$ cat config.mk
export PLATFORM = sky130hd
export DESIGN_NAME = oled_spi_ctrl
export DESIGN_NICKNAME = d
export VERILOG_FILES = /design/src/rtl/oled_pkg.sv /design/src/rtl/oled_spi_ctrl_spi_byte_tx.sv /design/src/rtl/oled_spi_ctrl.sv
export SDC_FILE = /design/constraint.sdc
export NUM_CORES = 1
export LEC_CHECK = 0
export CORE_MARGIN = 1
export CORE_UTILIZATION = 60
export DETAILED_ROUTE_END_ITERATION = 10
export PLACE_DENSITY = 0.85
export SYNTH_ARGS = -nofsm -noshare
export SYNTH_HDL_FRONTEND = slang
export SYNTH_SLANG_ARGS = --single-unit
$ cat constraint.sdc
create_clock -name clk -period 5.65 [get_ports clk]
set_input_delay 1.695 -clock clk [delete_from_list [all_inputs] [get_ports clk]]
set_output_delay 1.695 -clock clk [all_outputs]
set_load 0.05 [all_outputs]
$ cat src/rtl/oled_pkg.sv
// Shared types and command ROMs for the SSD1306 OLED controller.
package oled_pkg;

   typedef enum logic [3:0] {
      ST_OFF,
      ST_VDD_WAIT,
      ST_CMD_OFF,
      ST_RES_LOW,
      ST_RES_WAIT,
      ST_INIT1,
      ST_VBAT_WAIT,
      ST_INIT2,
      ST_READY,
      ST_SHUT,
      ST_SHUT_VBAT
   } state_t;

   localparam logic [7:0] CMD_DISPLAY_OFF = 8'hAE;

   localparam int INIT1_LEN = 4;
   localparam int INIT2_LEN = 7;

   // Element 0 is the first byte on the wire.
   localparam logic [0:INIT1_LEN-1][7:0] INIT1_CMDS = {8'h8D, 8'h14, 8'hD9, 8'hF1};
   localparam logic [0:INIT2_LEN-1][7:0] INIT2_CMDS = {8'h81, 8'h0F, 8'hA0, 8'hC0,
                                                       8'hDA, 8'h00, 8'hAF};

endpackage

$ cat src/rtl/oled_spi_ctrl_spi_byte_tx.sv
// SPI mode-3 byte shifter, MSB first; sclk idles high and sdin moves only on falling edges.
module spi_byte_tx #(
   parameter int CLK_DIV = 5
) (
   input  logic       clk,
   input  logic       rst,
   input  logic       start,
   input  logic [7:0] byte_in,
   input  logic       dc_in,
   output logic       sclk,
   output logic       sdin,
   output logic       dc,
   output logic       busy,
   output logic       done
);

   localparam logic [15:0] HALF_LAST = 16'(CLK_DIV - 1);

   logic [15:0] cnt_r;
   logic [2:0]  bit_r;
   logic [7:0]  shreg_r;
   logic        sclk_r, sdin_r, dc_r, busy_r, done_r;

   // Half-period timer and bit sequencing.
   always_ff @(posedge clk or posedge rst) begin
      if (rst) begin
         cnt_r   <= 16'd0;
         bit_r   <= 3'd0;
         shreg_r <= 8'h00;
         sclk_r  <= 1'b1;
         sdin_r  <= 1'b0;
         dc_r    <= 1'b0;
         busy_r  <= 1'b0;
         done_r  <= 1'b0;
      end else begin
         done_r <= 1'b0;
         if (!busy_r) begin
            if (start) begin
               busy_r  <= 1'b1;
               shreg_r <= byte_in;
               dc_r    <= dc_in;
               sdin_r  <= byte_in[7];
               sclk_r  <= 1'b0;
               bit_r   <= 3'd7;
               cnt_r   <= 16'd0;
            end
         end else if (cnt_r == HALF_LAST) begin
            cnt_r <= 16'd0;
            if (!sclk_r) begin
               sclk_r <= 1'b1;
            end else if (bit_r == 3'd0) begin
               busy_r <= 1'b0;
               done_r <= 1'b1;
            end else begin
               sclk_r <= 1'b0;
               sdin_r <= shreg_r[bit_r - 3'd1];
               bit_r  <= bit_r - 3'd1;
            end
         end else begin
            cnt_r <= cnt_r + 16'd1;
         end
      end
   end

   assign sclk = sclk_r;
   assign sdin = sdin_r;
   assign dc   = dc_r;
   assign busy = busy_r;
   assign done = done_r;

endmodule

$ cat src/rtl/oled_spi_ctrl.sv
// SSD1306 power/reset sequencer with an upstream byte stream and frame-boundary pulse.
module oled_spi_ctrl
   import oled_pkg::*;
#(
   parameter int CLK_DIV  = 5,
   parameter int VDD_DLY  = 100000,
   parameter int RES_DLY  = 300,
   parameter int VBAT_DLY = 10000000,
   parameter int PAGES    = 4,
   parameter int COLS     = 128
) (
   input  logic       clk,
   input  logic       rst,
   input  logic       power_on,
   input  logic       s_valid,
   input  logic [7:0] s_data,
   input  logic       s_dc,
   output logic       s_ready,
   output logic       panel_up,
   output logic       frame_done,
   output logic       sclk,
   output logic       sdin,
   output logic       dc,
   output logic       vdd,
   output logic       vbat,
   output logic       reset
);

   localparam logic [15:0] FRAME_LAST = 16'(PAGES * COLS - 1);

   state_t      state_r;
   logic [31:0] dly_r;
   logic [2:0]  idx_r;
   logic [15:0] fcnt_r;
   logic [7:0]  rom_byte_r;
   logic        start_r, s_ready_r, panel_up_r, frame_done_r, vdd_r, vbat_r, reset_r;
   logic        acc_s, eng_start_s, eng_dc_in_s, eng_dc_s, eng_busy_s, eng_done_s;
   logic [7:0]  eng_byte_s;

   // Upstream acceptance starts the engine in the same cycle; ROM bytes go out one cycle after issue.
   assign acc_s       = s_valid & s_ready_r;
   assign eng_start_s = start_r | acc_s;
   assign eng_byte_s  = acc_s ? s_data : rom_byte_r;
   assign eng_dc_in_s = acc_s ? s_dc : 1'b0;

   spi_byte_tx #(.CLK_DIV(CLK_DIV)) u_tx (
      .clk     (clk),
      .rst     (rst),
      .start   (eng_start_s),
      .byte_in (eng_byte_s),
      .dc_in   (eng_dc_in_s),
      .sclk    (sclk),
      .sdin    (sdin),
      .dc      (eng_dc_s),
      .busy    (eng_busy_s),
      .done    (eng_done_s)
   );

   // Power sequencer, delay counter, ROM index and frame counter.
   always_ff @(posedge clk or posedge rst) begin
      if (rst) begin
         state_r      <= ST_OFF;
         dly_r        <= 32'd0;
         idx_r        <= 3'd0;
         fcnt_r       <= 16'd0;
         rom_byte_r   <= 8'h00;
         start_r      <= 1'b0;
         s_ready_r    <= 1'b0;
         panel_up_r   <= 1'b0;
         frame_done_r <= 1'b0;
         vdd_r        <= 1'b1;
         vbat_r       <= 1'b1;
         reset_r      <= 1'b1;
      end else begin
         start_r      <= 1'b0;
         frame_done_r <= 1'b0;
         if (eng_done_s && eng_dc_s) begin
            if (fcnt_r == FRAME_LAST) begin
               fcnt_r       <= 16'd0;
               frame_done_r <= 1'b1;
            end else begin
               fcnt_r <= fcnt_r + 16'd1;
            end
         end
         case (state_r)
            ST_OFF: begin
               if (power_on) begin
                  state_r <= ST_VDD_WAIT;
                  vdd_r   <= 1'b0;
                  dly_r   <= 32'(VDD_DLY - 1);
               end
            end
            ST_VDD_WAIT: begin
               if (dly_r == 32'd0) begin
                  state_r    <= ST_CMD_OFF;
                  start_r    <= 1'b1;
                  rom_byte_r <= CMD_DISPLAY_OFF;
               end else begin
                  dly_r <= dly_r - 32'd1;
               end
            end
            ST_CMD_OFF: begin
               if (eng_done_s) begin
                  state_r <= ST_RES_LOW;
                  reset_r <= 1'b0;
                  dly_r   <= 32'(RES_DLY - 1);
               end
            end
            ST_RES_LOW: begin
               if (dly_r == 32'd0) begin
                  state_r <= ST_RES_WAIT;
                  reset_r <= 1'b1;
                  dly_r   <= 32'(RES_DLY - 1);
               end else begin
                  dly_r <= dly_r - 32'd1;
               end
            end
            ST_RES_WAIT: begin
               if (dly_r == 32'd0) begin
                  state_r    <= ST_INIT1;
                  start_r    <= 1'b1;
                  rom_byte_r <= INIT1_CMDS[0];
                  idx_r      <= 3'd0;
               end else begin
                  dly_r <= dly_r - 32'd1;
               end
            end
            ST_INIT1: begin
               if (eng_done_s) begin
                  if (idx_r == 3'(INIT1_LEN - 1)) begin
                     state_r <= ST_VBAT_WAIT;
                     vbat_r  <= 1'b0;
                     dly_r   <= 32'(VBAT_DLY - 1);
                  end else begin
                     idx_r      <= idx_r + 3'd1;
                     start_r    <= 1'b1;
                     rom_byte_r <= INIT1_CMDS[idx_r[1:0] + 2'd1];
                  end
               end
            end
            ST_VBAT_WAIT: begin
               if (dly_r == 32'd0) begin
                  state_r    <= ST_INIT2;
                  start_r    <= 1'b1;
                  rom_byte_r <= INIT2_CMDS[0];
                  idx_r      <= 3'd0;
               end else begin
                  dly_r <= dly_r - 32'd1;
               end
            end
            ST_INIT2: begin
               if (eng_done_s) begin
                  if (idx_r == 3'(INIT2_LEN - 1)) begin
                     state_r    <= ST_READY;
                     panel_up_r <= 1'b1;
                  end else begin
                     idx_r      <= idx_r + 3'd1;
                     start_r    <= 1'b1;
                     rom_byte_r <= INIT2_CMDS[idx_r + 3'd1];
                  end
               end
            end
            ST_READY: begin
               // A byte in flight always finishes before shutdown begins.
               if (acc_s) begin
                  s_ready_r <= 1'b0;
               end else if (!eng_busy_s && !power_on) begin
                  state_r    <= ST_SHUT;
                  s_ready_r  <= 1'b0;
                  panel_up_r <= 1'b0;
                  start_r    <= 1'b1;
                  rom_byte_r <= CMD_DISPLAY_OFF;
               end else begin
                  s_ready_r <= ~eng_busy_s & power_on;
               end
            end
            ST_SHUT: begin
               if (eng_done_s) begin
                  state_r <= ST_SHUT_VBAT;
                  vbat_r  <= 1'b1;
                  dly_r   <= 32'(VBAT_DLY - 1);
               end
            end
            ST_SHUT_VBAT: begin
               if (dly_r == 32'd0) begin
                  state_r <= ST_OFF;
                  vdd_r   <= 1'b1;
                  fcnt_r  <= 16'd0;
               end else begin
                  dly_r <= dly_r - 32'd1;
               end
            end
            default: begin
               state_r <= ST_OFF;
            end
         endcase
      end
   end

   assign s_ready    = s_ready_r;
   assign panel_up   = panel_up_r;
   assign frame_done = frame_done_r;
   assign dc         = eng_dc_s;
   assign vdd        = vdd_r;
   assign vbat       = vbat_r;
   assign reset      = reset_r;

endmodule

run_1/placement_by_type.png
The bar under the picture is 20 um long. Fill, decap, tap and diode cells in gray.
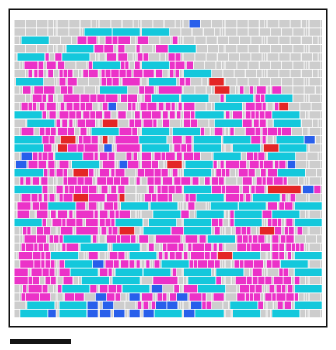
Key: magenta = combinational and other logic [cells 535, share of their area 53%]; cyan = flops [cells 102, share of their area 39%]; blue = other buffers and delay cells [cells 26, share of their area 3.8%]; red = clock drivers and dummy loads [cells 16, share of their area 3.2%]
Seq/total area: 0.385
post-route core utilization: 0.670
row cnt: 36

run_1/layer_met2.png
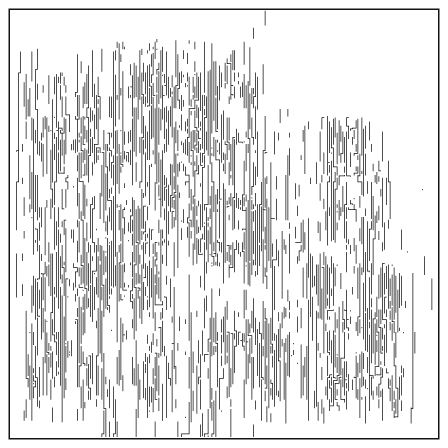
The layer holds 48% of the routed length. The wires run mostly vertical. 595 nets have wire on it. The layer carries 7220 um of wire. The longest straight run is 32.8 um.
via total after detailed routing: 5515
WL final: 15000 um
met2 Use GR: 0.461

==> PnR_summary.wiki, run 1 <==
=== Synthesis and place and route ===
{| class="wikitable"
! Metric !! Value
|-
| Setup violation total in the final timing report || 0
|-
| Critical Path Start || s_valid
|-
| Number of diodes || 0
|-
| Area added between synthesis and finish || 6.80%
|-
| Timing-limited maximum frequency || 266 MHz
|-
| Slew Viols, Final || 0
|-
| Data arrival time of the critical path || between 4000 and 5000 ps
|-
| CTS tree || yes
|-
| DR iter-0 viols || roughly 520
|-
| Highest cell delay on the worst timing path || about 950 ps
|-
| Skew final || between 15 and 20 ps
|-
| Total Power || around 2.2 mW
|-
| Net Sw Frac || 0.367
|-
| Tally of buffers added on design ports || 21
|-
| Adder and majority gate portion of the synthesized area || 0.0262
|-
| Highest-power group || registers
|-
| Pleak || 2.71 nW
|-
| Class of the most critical hold timing path || reg2reg
|-
| Met1 track demand over resource in global routing || 0.390
|-
| Die width || between 100 and 150 um
|-
| Comb group || between 0.7 and 0.8 mW
|-
| Post-route ant nets || 0
|-
| Complex Gates by Area || 0.225
|-
| Total tool warning count || 33
|-
| Post-route met1 wirelength || ~6300 um
|-
| Library cell occupying the most area in the post-synthesis netlist || sky130_fd_sc_hd__dfrtp_1
|-
| Clock network latency to the later pin of the worst-skew pair || around 380 ps
|-
| NonClk Buf Share || 0.0373
|-
| Setup repair after global routing missed its margin || no
|-
| Simple-gate share of the synthesized area || 0.223
|-
| Largest family of logic cells by area || AND-OR/OR-AND gates
|-
| Total area of multi-input combinational cells || around 3300 um2
|-
| Number of clock buffers inserted by TritonCTS || 9
|-
| Most area-consuming cells after synthesis || sky130_fd_sc_hd__dfrtp_1 39%, sky130_fd_sc_hd__o21ai_0 4.5%, sky130_fd_sc_hd__nand2_1 3.2%
|-
| Yosys Warn Count || 0
|-
| Beginning of the worst register-to-register path || state_r[2]
|-
| Area of the synthesized netlist per yosys stat || 6220 um2
|-
| Synthesized flop and latch total || between 100 and 150
|-
| CP Launch Type || input port
|-
| Part of the power in combinational logic || 0.324
|-
| Hold path start || vdd
|-
| Clk cell area share || 0.0315
|-
| Number of unique standard cell types used by synthesis || 85
|-
| Number of sequential cells in the layout || a little over 100
|-
| Slew @ Worst Pin || 1160 ps
|-
| Drc violations || 0
|-
| Via density per instance || between 6 and 7
|-
| Post_cts resized || 0
|-
| Standard cell core area || 9910 um2
|-
| Register Area || 2560 um2
|-
| Predominant post-synthesis flop cell || sky130_fd_sc_hd__dfrtp_1
|-
| Areal power density over the cells || approximately 330 nW/um2
|-
| Buf+Inv Stages, Crit Path || 1
|-
| Sequential group power || 0.999 mW
|-
| Outcome || finished, final reports clean
|-
| Cell family with the largest share of critical-path delay || simple AND/OR/NAND/NOR gates
|-
| Internal power component || between 1 and 1.5 mW
|-
| Fraction of final layout cells sized beyond drive strength 1 || 0.0854
|-
| Routed met2 length || 7220 um
|-
| Xor+xnor area frac || 0.0296
|-
| Filler Cells Inserted || around 780
|-
| Post-synthesis net count || 707
|-
| Inserted tap cell count || roughly 130
|-
| DR WL met3 || 1010 um
|}
run_1/sizes.png
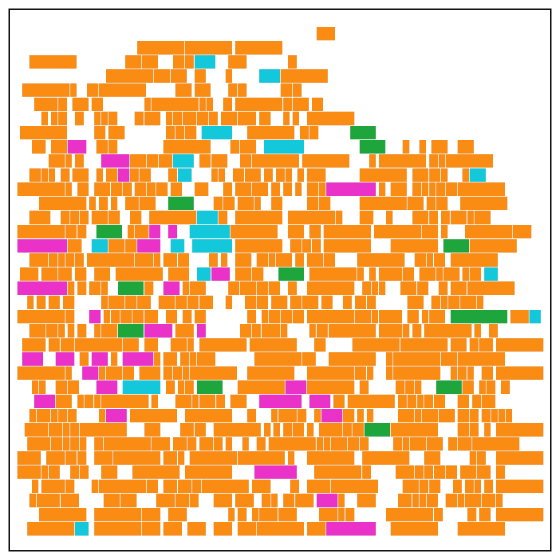
Key: cyan = _3 and _4 cells [cells 17, share 2.5%]; orange = _0 and _1 cells [cells 621, share 91%]; green = _6 and larger [cells 12, share 1.8%]; magenta = _2 cells [cells 29, share 4.3%]

run_1/logic_types.png
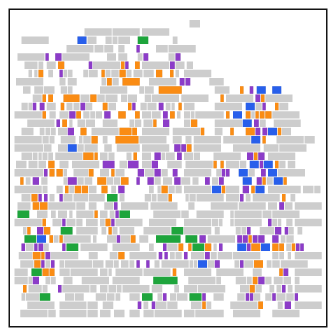
Key: blue = XOR/XNOR gates [cells 21]; green = multiplexers [cells 16]; orange = NOR gates [cells 107]; purple = NAND gates [cells 110, where spread over the die]
logic share of the area: 0.503
Layout Cells excl Fill: 812
commonest non-fill, non-tap cell in the layout: sky130_fd_sc_hd__dfrtp_1

[run 1: tightest hold or removal path, cell delays in order (launching register included)]
cell                      delay (ps)
sky130_fd_sc_hd__dfstp_2         390
sky130_fd_sc_hd__inv_1            50
sky130_fd_sc_hd__o22ai_1          50
[run 1: per-stage QoR]
step	util	instance area [um2]	hold WS (ps)	setup WS [ps]
floorplan	-	6220	445	1290
global placement	0.649	6430	460	1690
detailed placement	0.649	6430	474	1520
CTS	0.670	6640	488	1940
global route	0.670	6640	520	1730
finish	0.670	6640	491	1890
[run 1: logic make-up (layout without fill, tap and decap cells)]
logic type / after synthesis / after routing
buf+inv: 76 / 74
flops: 102 / 102
compound gates: 200 / 200
xor+xnor: 21 / 21
simple gates: 253 / 253
mux: 16 / 16
fa+ha+maj: 13 / 13
[run 1: Yosys cell counts, drive strengths merged, types with 7 or more instances]
library cell and number:
o21ai 57, o31ai 7, dfrtp 98, a21oi 18
mux2 8, inv 32, nand2b 10, a22oi 8
o221ai 10, ha 13, nor2 50, clkbuf 32
xor2 12, nand4 15, buf 12, nor4 9
and3 10, xnor2 9, a41oi 7, nor2b 14
nand3 30, a31oi 29, nor3 24, nand2 53
[run 1: worst paths after layout]
kind | end | slack [ps] | cells after the start
max in group asynchronous | reset | 3000 | 3
worst max-delay path | u_tx.bit_r[0] | 1890 | 5
min in group asynchronous | fcnt_r[0] | 1700 | 2
worst max register to register | dly_r[2] | 1970 | 5
worst min register to register | vdd | 490 | 2
worst min-delay path | vdd | 490 | 2
[run 1: sequential cells by signal, summed over array words and instances (netlist names), 3 cells and up]
signal        flops
dly_r            32
fcnt_r           16
idx_r             3
rom_byte_r        8
state_r           4
u_tx.bit_r        3
u_tx.cnt_r       16
u_tx.shreg_r      8
run_1/clocks.png
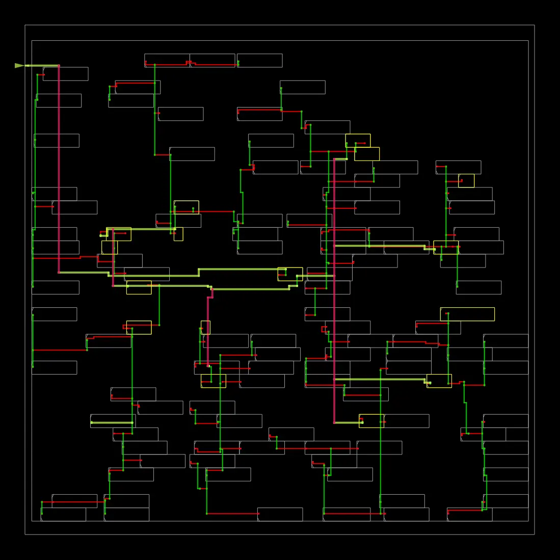

==> run 2: changes to the inputs <==
==> constraint.sdc (replaced) <==
create_clock -name clk -period 3.89 [get_ports clk]
set_input_delay 1.167 -clock clk [delete_from_list [all_inputs] [get_ports clk]]
set_output_delay 1.167 -clock clk [all_outputs]
set_load 0.05 [all_outputs]
run_2/clocks.png
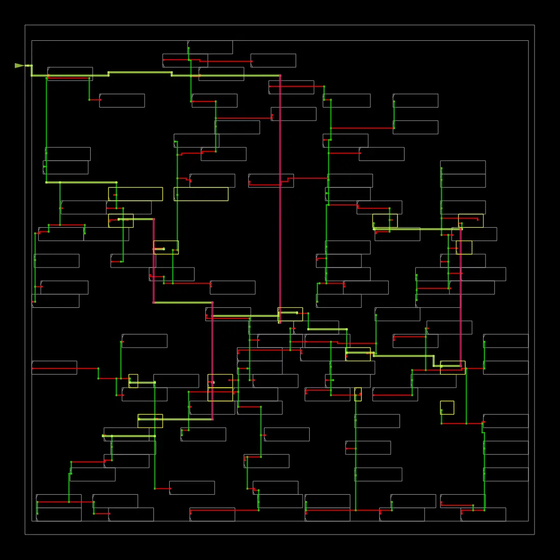
final-layout clock buffer total: 11
clock sinks: 102
number of clock buffers inserted by TritonCTS: 9
skew final: 14.6 ps
number of sequential cells in the layout: 102

run_2/sizes.png
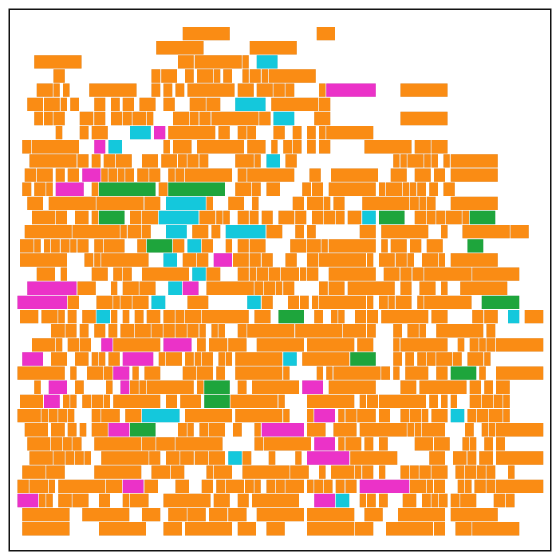
Key: magenta = _2 cells [cells 27, share 3.9%]; cyan = _3 and _4 cells [cells 24, share 3.5%]; orange = _0 and _1 cells [cells 623, share 91%]; green = _6 and larger [cells 14, share 2.0%]
Final Instance Area: 6730 um2
area added between synthesis and finish: 8.21%
number of buffers other than clock buffers in the final layout: 35
Final WS setup: 769 ps

==> run 2 against run 1 <==
  * Via count fell by 0.18%
  * Largest cell class unchanged
  * Sequential power grew 44%
  * Core utilization up 0.88 points
==> PnR_summary.wiki, run 2 <==
=== Synthesis and place and route ===
{| class="wikitable"
! Metric !! Value
|-
| Slew Viols, Final || 0 (unchanged)
|-
| Post-synthesis net count || 707 (unchanged)
|-
| Die width || 104 um (unchanged)
|-
| Drc violations || 0 (unchanged)
|-
| Xor+xnor area frac || 0.0296 (unchanged)
|-
| Standard cell core area || 9910 um2 (unchanged)
|-
| Via density per instance || 6.71 (-1.3%)
|-
| Top cells by count || 98 x sky130_fd_sc_hd__dfrtp_1, 56 x sky130_fd_sc_hd__o21ai_0, 53 x sky130_fd_sc_hd__nand2_1
|-
| Commonest non-fill, non-tap cell in the layout || sky130_fd_sc_hd__dfrtp_1
|-
| Tally of buffers added on design ports || 21 (unchanged)
|-
| Outcome || finished, final reports clean
|-
| Class of the most critical hold timing path || reg2reg
|-
| Post-route ant nets || 0 (unchanged)
|-
| Total area of multi-input combinational cells || 3330 um2 (-0.19%)
|-
| Highest cell delay on the worst timing path || 840 ps (-110 ps)
|-
| Number of unique standard cell types used by synthesis || 85 (unchanged)
|-
| Yosys Warn Count || 0 (unchanged)
|-
| Layout Cells excl Fill || 821 (+1.1%)
|-
| CTS tree || yes
|-
| Slew @ Worst Pin || 903 ps (-257 ps)
|-
| Most area-consuming cells after synthesis || sky130_fd_sc_hd__dfrtp_1 39%, sky130_fd_sc_hd__o21ai_0 4.5%, sky130_fd_sc_hd__nand2_1 3.2%
|-
| Number of diodes || 0 (unchanged)
|-
| Largest family of logic cells by area || AND-OR/OR-AND gates
|-
| Via total after detailed routing || 5505 (-0.18%)
|-
| Data arrival time of the critical path || 3390 ps (-630 ps)
|-
| Pleak || 2.75 nW (+1.8%)
|-
| Clock network latency to the later pin of the worst-skew pair || 370 ps (about the same)
|-
| Register Area || 2560 um2 (unchanged)
|-
| Post_cts resized || 0 (unchanged)
|-
| Areal power density over the cells || 478 nW/um2 (+45%)
|-
| Complex Gates by Area || 0.225 (unchanged)
|-
| Predominant post-synthesis flop cell || sky130_fd_sc_hd__dfrtp_1
|-
| Largest registers || dly_r x32, fcnt_r x16, u_tx.cnt_r x16
|-
| Hold_ws || 475 ps (-16.4 ps)
|-
| Row cnt || 36 (unchanged)
|-
| Setup repair after global routing missed its margin || no
|-
| DR iter-0 viols || 508 (-3.1%)
|-
| Total Power || 3.22 mW (+47%)
|-
| CP Launch Type || flip-flop
|-
| WL final || 14500 um (-3.3%)
|-
| Max FFs per register || 32 (unchanged)
|-
| Biggest register || dly_r
|-
| Area of the synthesized netlist per yosys stat || 6220 um2 (unchanged)
|}
run 2: cell counts after synthesis:
No cell type changed its count.
run 2: critical path: cells and delay by family (launching register included):
family	cells	cell delay, ps
flip-flops	1	840
AND/OR/NAND/NOR	2	690
AND-OR/OR-AND	3	1160
buffers and inverters	1	330
run 2: cell type report:
| cell class | instances | area share |
|---|---|---|
| Clock buffer | 11 | 0.0210 |
| Clock inverter | 5 | 0.0121 |
| Inverter | 32 | 0.0182 |
| Multi-Input combinational cell | 503 | 0.495 |
| Sequential cell | 102 | 0.380 |
| Tap cell | 133 | 0.0247 |
| Timing Repair Buffer | 35 | 0.0487 |
run 2: path summary, 6_finish.rpt:
path / start / end / slack, ps / depth (start not counted)
setup / recovery: state_r[3] / dly_r[21] / 770 / 6
hold / removal: vdd / vdd / 470 / 2
setup reg to reg: state_r[3] / dly_r[21] / 770 / 6
hold reg to reg: vdd / vdd / 470 / 2
max in group asynchronous: rst / vbat / 2130 / 3
min in group asynchronous: rst / u_tx.bit_r[1] / 1120 / 2
run 2: per-layer routing:
layer,wire (um),GRT usage,vias up
li1,-,-,2544
met1,6190,0.373,2701
met2,7220,0.469,235
met3,900,0.0491,25
met4,199,0.0898,0
met5,0,0,-
run 2: report_power, final:
| group | internal (mW) | switching (mW) | leakage [nW] |
|---|---|---|---|
| Sequential | 1.24 | 0.202 | 1.19 |
| Combinational | 0.452 | 0.575 | 1.45 |
| Clock | 0.382 | 0.368 | 0.110 |
| Total | 2.07 | 1.14 | 2.75 |
Power and IR drop assume default switching activity.
